--- src/rtl/id_ex_stage_reg.sv ---
// ID/EX pipeline register with load-use hazard detection, hold and flush; 1-cycle latency.
// hold freezes EX and stalls PC/IF-ID; optional bubble counter under `ID_EX_BUBBLE_CNT_EN.
module id_ex_stage_reg #(
  parameter int DATA_W = 32,
  parameter int REG_W  = 5,
  parameter int CNT_W  = 16
) (
  input  logic              clk,
  input  logic              reset,
  input  logic              RegDst,
  input  logic              ALUSrc,
  input  logic              MemtoReg,
  input  logic              RegWrite,
  input  logic              MemRead,
  input  logic              MemWrite,
  input  logic              Branch,
  input  logic              Jump,
  input  logic              SignZero,
  input  logic [1:0]        ALUOp,
  input  logic [DATA_W-1:0] id_pc4,
  input  logic [DATA_W-1:0] id_rd1,
  input  logic [DATA_W-1:0] id_rd2,
  input  logic [DATA_W-1:0] id_imm,
  input  logic [REG_W-1:0]  id_rs,
  input  logic [REG_W-1:0]  id_rt,
  input  logic [REG_W-1:0]  id_rd,
  input  logic              hold,
  input  logic              flush,
  output logic              ex_RegDst,
  output logic              ex_ALUSrc,
  output logic              ex_MemtoReg,
  output logic              ex_RegWrite,
  output logic              ex_MemRead,
  output logic              ex_MemWrite,
  output logic              ex_Branch,
  output logic              ex_Jump,
  output logic              ex_SignZero,
  output logic [1:0]        ex_ALUOp,
  output logic [DATA_W-1:0] ex_pc4,
  output logic [DATA_W-1:0] ex_rd1,
  output logic [DATA_W-1:0] ex_rd2,
  output logic [DATA_W-1:0] ex_imm,
  output logic [REG_W-1:0]  ex_rs,
  output logic [REG_W-1:0]  ex_rt,
  output logic [REG_W-1:0]  ex_rd,
  output logic              ex_valid,
  output logic              PCWrite,
  output logic              IFIDWrite,
  output logic [CNT_W-1:0]  bubble_cnt
);

  typedef struct packed {
    logic       RegDst;
    logic       ALUSrc;
    logic       MemtoReg;
    logic       RegWrite;
    logic       MemRead;
    logic       MemWrite;
    logic       Branch;
    logic       Jump;
    logic       SignZero;
    logic [1:0] ALUOp;
  } ctrl_t;

  ctrl_t idCtrl;
  ctrl_t exCtrl;
  logic  luHaz;
  logic  loadData;
  logic  bubbleWr;

  assign idCtrl = {RegDst, ALUSrc, MemtoReg, RegWrite, MemRead, MemWrite,
                   Branch, Jump, SignZero, ALUOp};

  assign luHaz = ex_valid & exCtrl.MemRead & (ex_rt != '0) &
                 ((ex_rt == id_rs) | (ex_rt == id_rt));

  // flush outranks hold: a squashed instruction must never linger in EX.
  assign loadData = flush | ~hold;
  assign bubbleWr = flush | (~hold & luHaz);

  assign PCWrite   = ~(hold | (luHaz & ~flush));
  assign IFIDWrite = PCWrite;

  always_ff @(posedge clk or posedge reset) begin
    if (reset) begin
      exCtrl   <= '0;
      ex_valid <= 1'b0;
      ex_pc4   <= '0;
      ex_rd1   <= '0;
      ex_rd2   <= '0;
      ex_imm   <= '0;
      ex_rs    <= '0;
      ex_rt    <= '0;
      ex_rd    <= '0;
    end else if (loadData) begin
      exCtrl   <= bubbleWr ? '0 : idCtrl;
      ex_valid <= ~bubbleWr;
      ex_pc4   <= id_pc4;
      ex_rd1   <= id_rd1;
      ex_rd2   <= id_rd2;
      ex_imm   <= id_imm;
      ex_rs    <= id_rs;
      ex_rt    <= id_rt;
      ex_rd    <= id_rd;
    end
  end

  assign ex_RegDst   = exCtrl.RegDst;
  assign ex_ALUSrc   = exCtrl.ALUSrc;
  assign ex_MemtoReg = exCtrl.MemtoReg;
  assign ex_RegWrite = exCtrl.RegWrite;
  assign ex_MemRead  = exCtrl.MemRead;
  assign ex_MemWrite = exCtrl.MemWrite;
  assign ex_Branch   = exCtrl.Branch;
  assign ex_Jump     = exCtrl.Jump;
  assign ex_SignZero = exCtrl.SignZero;
  assign ex_ALUOp    = exCtrl.ALUOp;

`ifdef ID_EX_BUBBLE_CNT_EN
  localparam logic [CNT_W-1:0] CNT_ONE = CNT_W'(1);
  logic [CNT_W-1:0] bubbleCnt;

  // Saturating so a long-running counter never wraps back to a small value.
  always_ff @(posedge clk or posedge reset) begin
    if (reset) begin
      bubbleCnt <= '0;
    end else if (bubbleWr && (bubbleCnt != '1)) begin
      bubbleCnt <= bubbleCnt + CNT_ONE;
    end
  end

  assign bubble_cnt = bubbleCnt;
`else
  assign bubble_cnt = '0;
`endif

endmodule

--- config.mk ---
export PLATFORM = sky130hd
export DESIGN_NAME = id_ex_stage_reg
export DESIGN_NICKNAME = d
export VERILOG_FILES = /design/src/rtl/id_ex_stage_reg.sv
export SDC_FILE = /design/constraint.sdc
export NUM_CORES = 1
export LEC_CHECK = 0
export ABC_AREA = 0
export CAP_MARGIN = 20
export CORE_AREA = 2 2 130 132
export DETAILED_ROUTE_END_ITERATION = 8
export DIE_AREA = 0 0 132 134
export GPL_TIMING_DRIVEN = 0
export PLACE_DENSITY = 0.77
export SYNTH_ARGS = -nofsm -noshare
export SYNTH_HDL_FRONTEND = slang
export SYNTH_SLANG_ARGS = --single-unit
--- constraint.sdc ---
create_clock -name clk -period 5.7 [get_ports clk]
set_clock_uncertainty 0.1 [all_clocks]
set_input_delay 0.855 -clock clk [delete_from_list [all_inputs] [get_ports clk]]
set_output_delay 0.855 -clock clk [all_outputs]
set_load 0.02 [all_outputs]
Figure 1. Clock network drawn from the DEF.
Scale: 4 px per um.
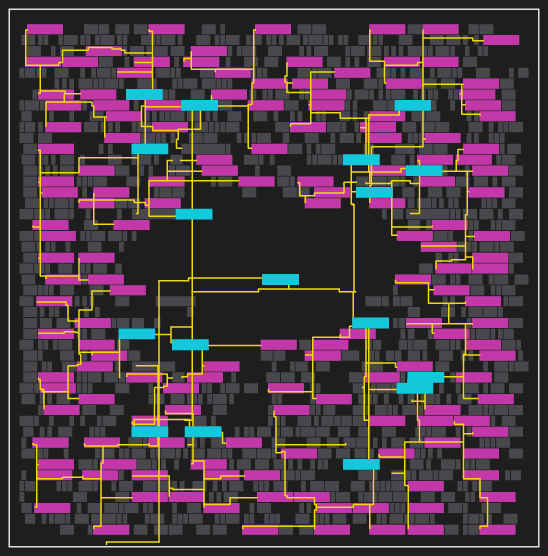
yellow -> clock wires  # length 2,000 um
magenta -> flip-flops  # count 155
cyan -> clock-net drivers  # count 17
flops lie = spread over the die
routed clock nets = 18
Worst-Skew Late Latency: 0.42 ns
power of the clock network: 1.23 mW

Figure 2. Clock wiring as the flow saved it.
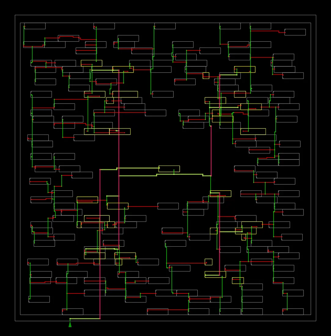
number of buffers inserted during clock tree synthesis: 17
tally of clock buffers in the finished layout: 19
flip-flops: 155
Sinks on Clock Net: 155

==> results.env <==
NETLIST_TOP_CELLS_AREA='sky130_fd_sc_hd__dfrtp_1 63%, sky130_fd_sc_hd__nand2_1 27%, sky130_fd_sc_hd__buf_4 2.1%'
CLOCK.FMAX_MHz=240
WORST-PATH-BUF-INV=4
STATUS='completed'
GR-TOTAL-OVERFLOW=0
WL_PER_CELL_UM=15.1
GRT_START_MAX_NET_PINS=89
HOLD_WS_NS=0.363
END_POINT_OF_THE_MOST_CRITICAL_HOLD_PATH='ex_rs[4]'
TIMING.SETUP.CRITICAL_PATH_CLASS='input port to output pin'
FP.DIEW_UM=132
FIN_WS_NS=1.54
POWER.SHARE.CLOCK=0.394
CTS.REPAIR_TIMING.SETUP_BUFFER_COUNT=0
SETUP_REPAIR_AFTER_GLOBAL_ROUTING_MISSED_ITS_MARGIN='false'
INVERTERS=2
CTS.HTREE.LEVELS=4
ASYNC_RESET_FF_FRAC=1.00
TIMING.HOLD.WORST_PATH_DEPTH=2
SHARE_OF_LAYOUT_CELLS_ABOVE_DRIVE_STRENGTH_1=0.0745
PEAKVDDDROP_V=0.000197
CELL_DEPTH_OF_THE_WORST_FLOP_TO_FLOP_PATH=5
CLKCELLAREAFRAC=0.0620
FLOORPLAN.INITIALDENSITY=0.381
LOGIC_GATE_COUNT=502
YS_CELLS=698
TOPCOMBFAMILYBYAREA='simple AND/OR/NAND/NOR gates'
WL_MET3_UM=1050
CELL_INTERNAL_POWER_mW=2.27
AREA.SEQUENTIAL_UM2=3880
COMPOUND_AREA_FRAC=0.0367
WORST-PATH-MAX-FANOUT=10
LAYOUT.AREA.TOP_CLASS='registers'
POWER.SHARE.SWITCHING=0.272
P_SEQ_FRAC=0.399
SYNTH.YOSYS.CHIP_AREA_UM2=6200
TAP-CELL-COUNT=220
RESIZE_COUNT_POST_CTS=0
SWITCHINGPOWER_uW=847
POWER_FRAC_COMB=0.206
CLOCKROOTBUFFER='sky130_fd_sc_hd__clkbuf_16'
SLEW_HEADROOM=0.458
POST_DRT_VIA_CELL_RATIO=4.48
DRT_FIRST_PASS_ITERS=4
TIMING.CRITICAL_PATH.MODE_CELL='sky130_fd_sc_hd__clkdlybuf4s50_1'
GRT_PASS1_VIAS=5757
Figure 3. Signal wires on met1.
Scale: 4 px per um.
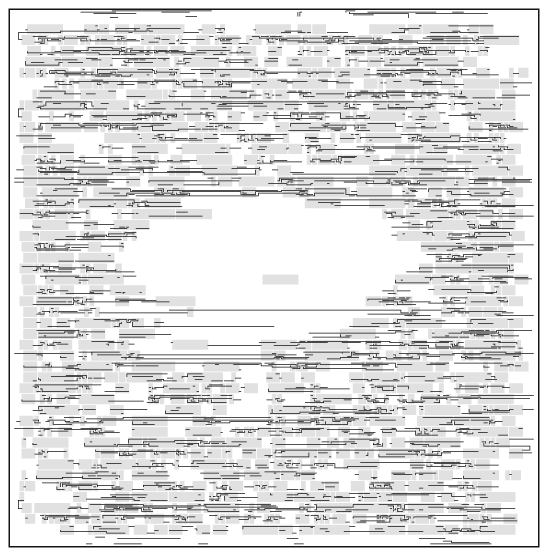
longest straight run = 64.9 um
share of all routed wire = 42%
nets with wire on the layer = 1,044
final wirelength: 19,400 um
via count: 5,734
met1 routing resource usage after global routing: 0.276

Figure 4. Placed cells, one colour a class.
Scale: 3 px per um. Fill, decap, tap and diode cells in grey.
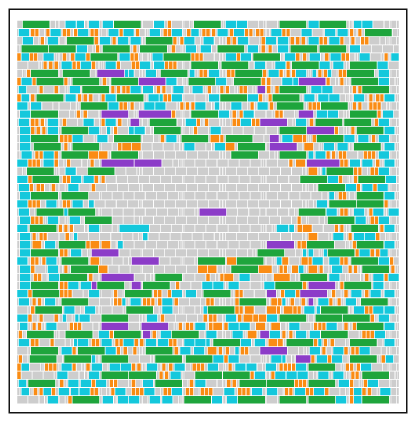
purple -> clock drivers and dummy loads  # cells 32, share of their area 6.4%
orange -> remaining logic cells  # cells 504, share of their area 21%
cyan -> remaining buffers and delay cells  # cells 369, share of their area 34%
green -> registers  # cells 155, share of their area 39%
Seq area share: 0.375
Placeable Area: 16,300 um2
number of rows in the core area: 47

Power is estimated from default activity; no workload was simulated.
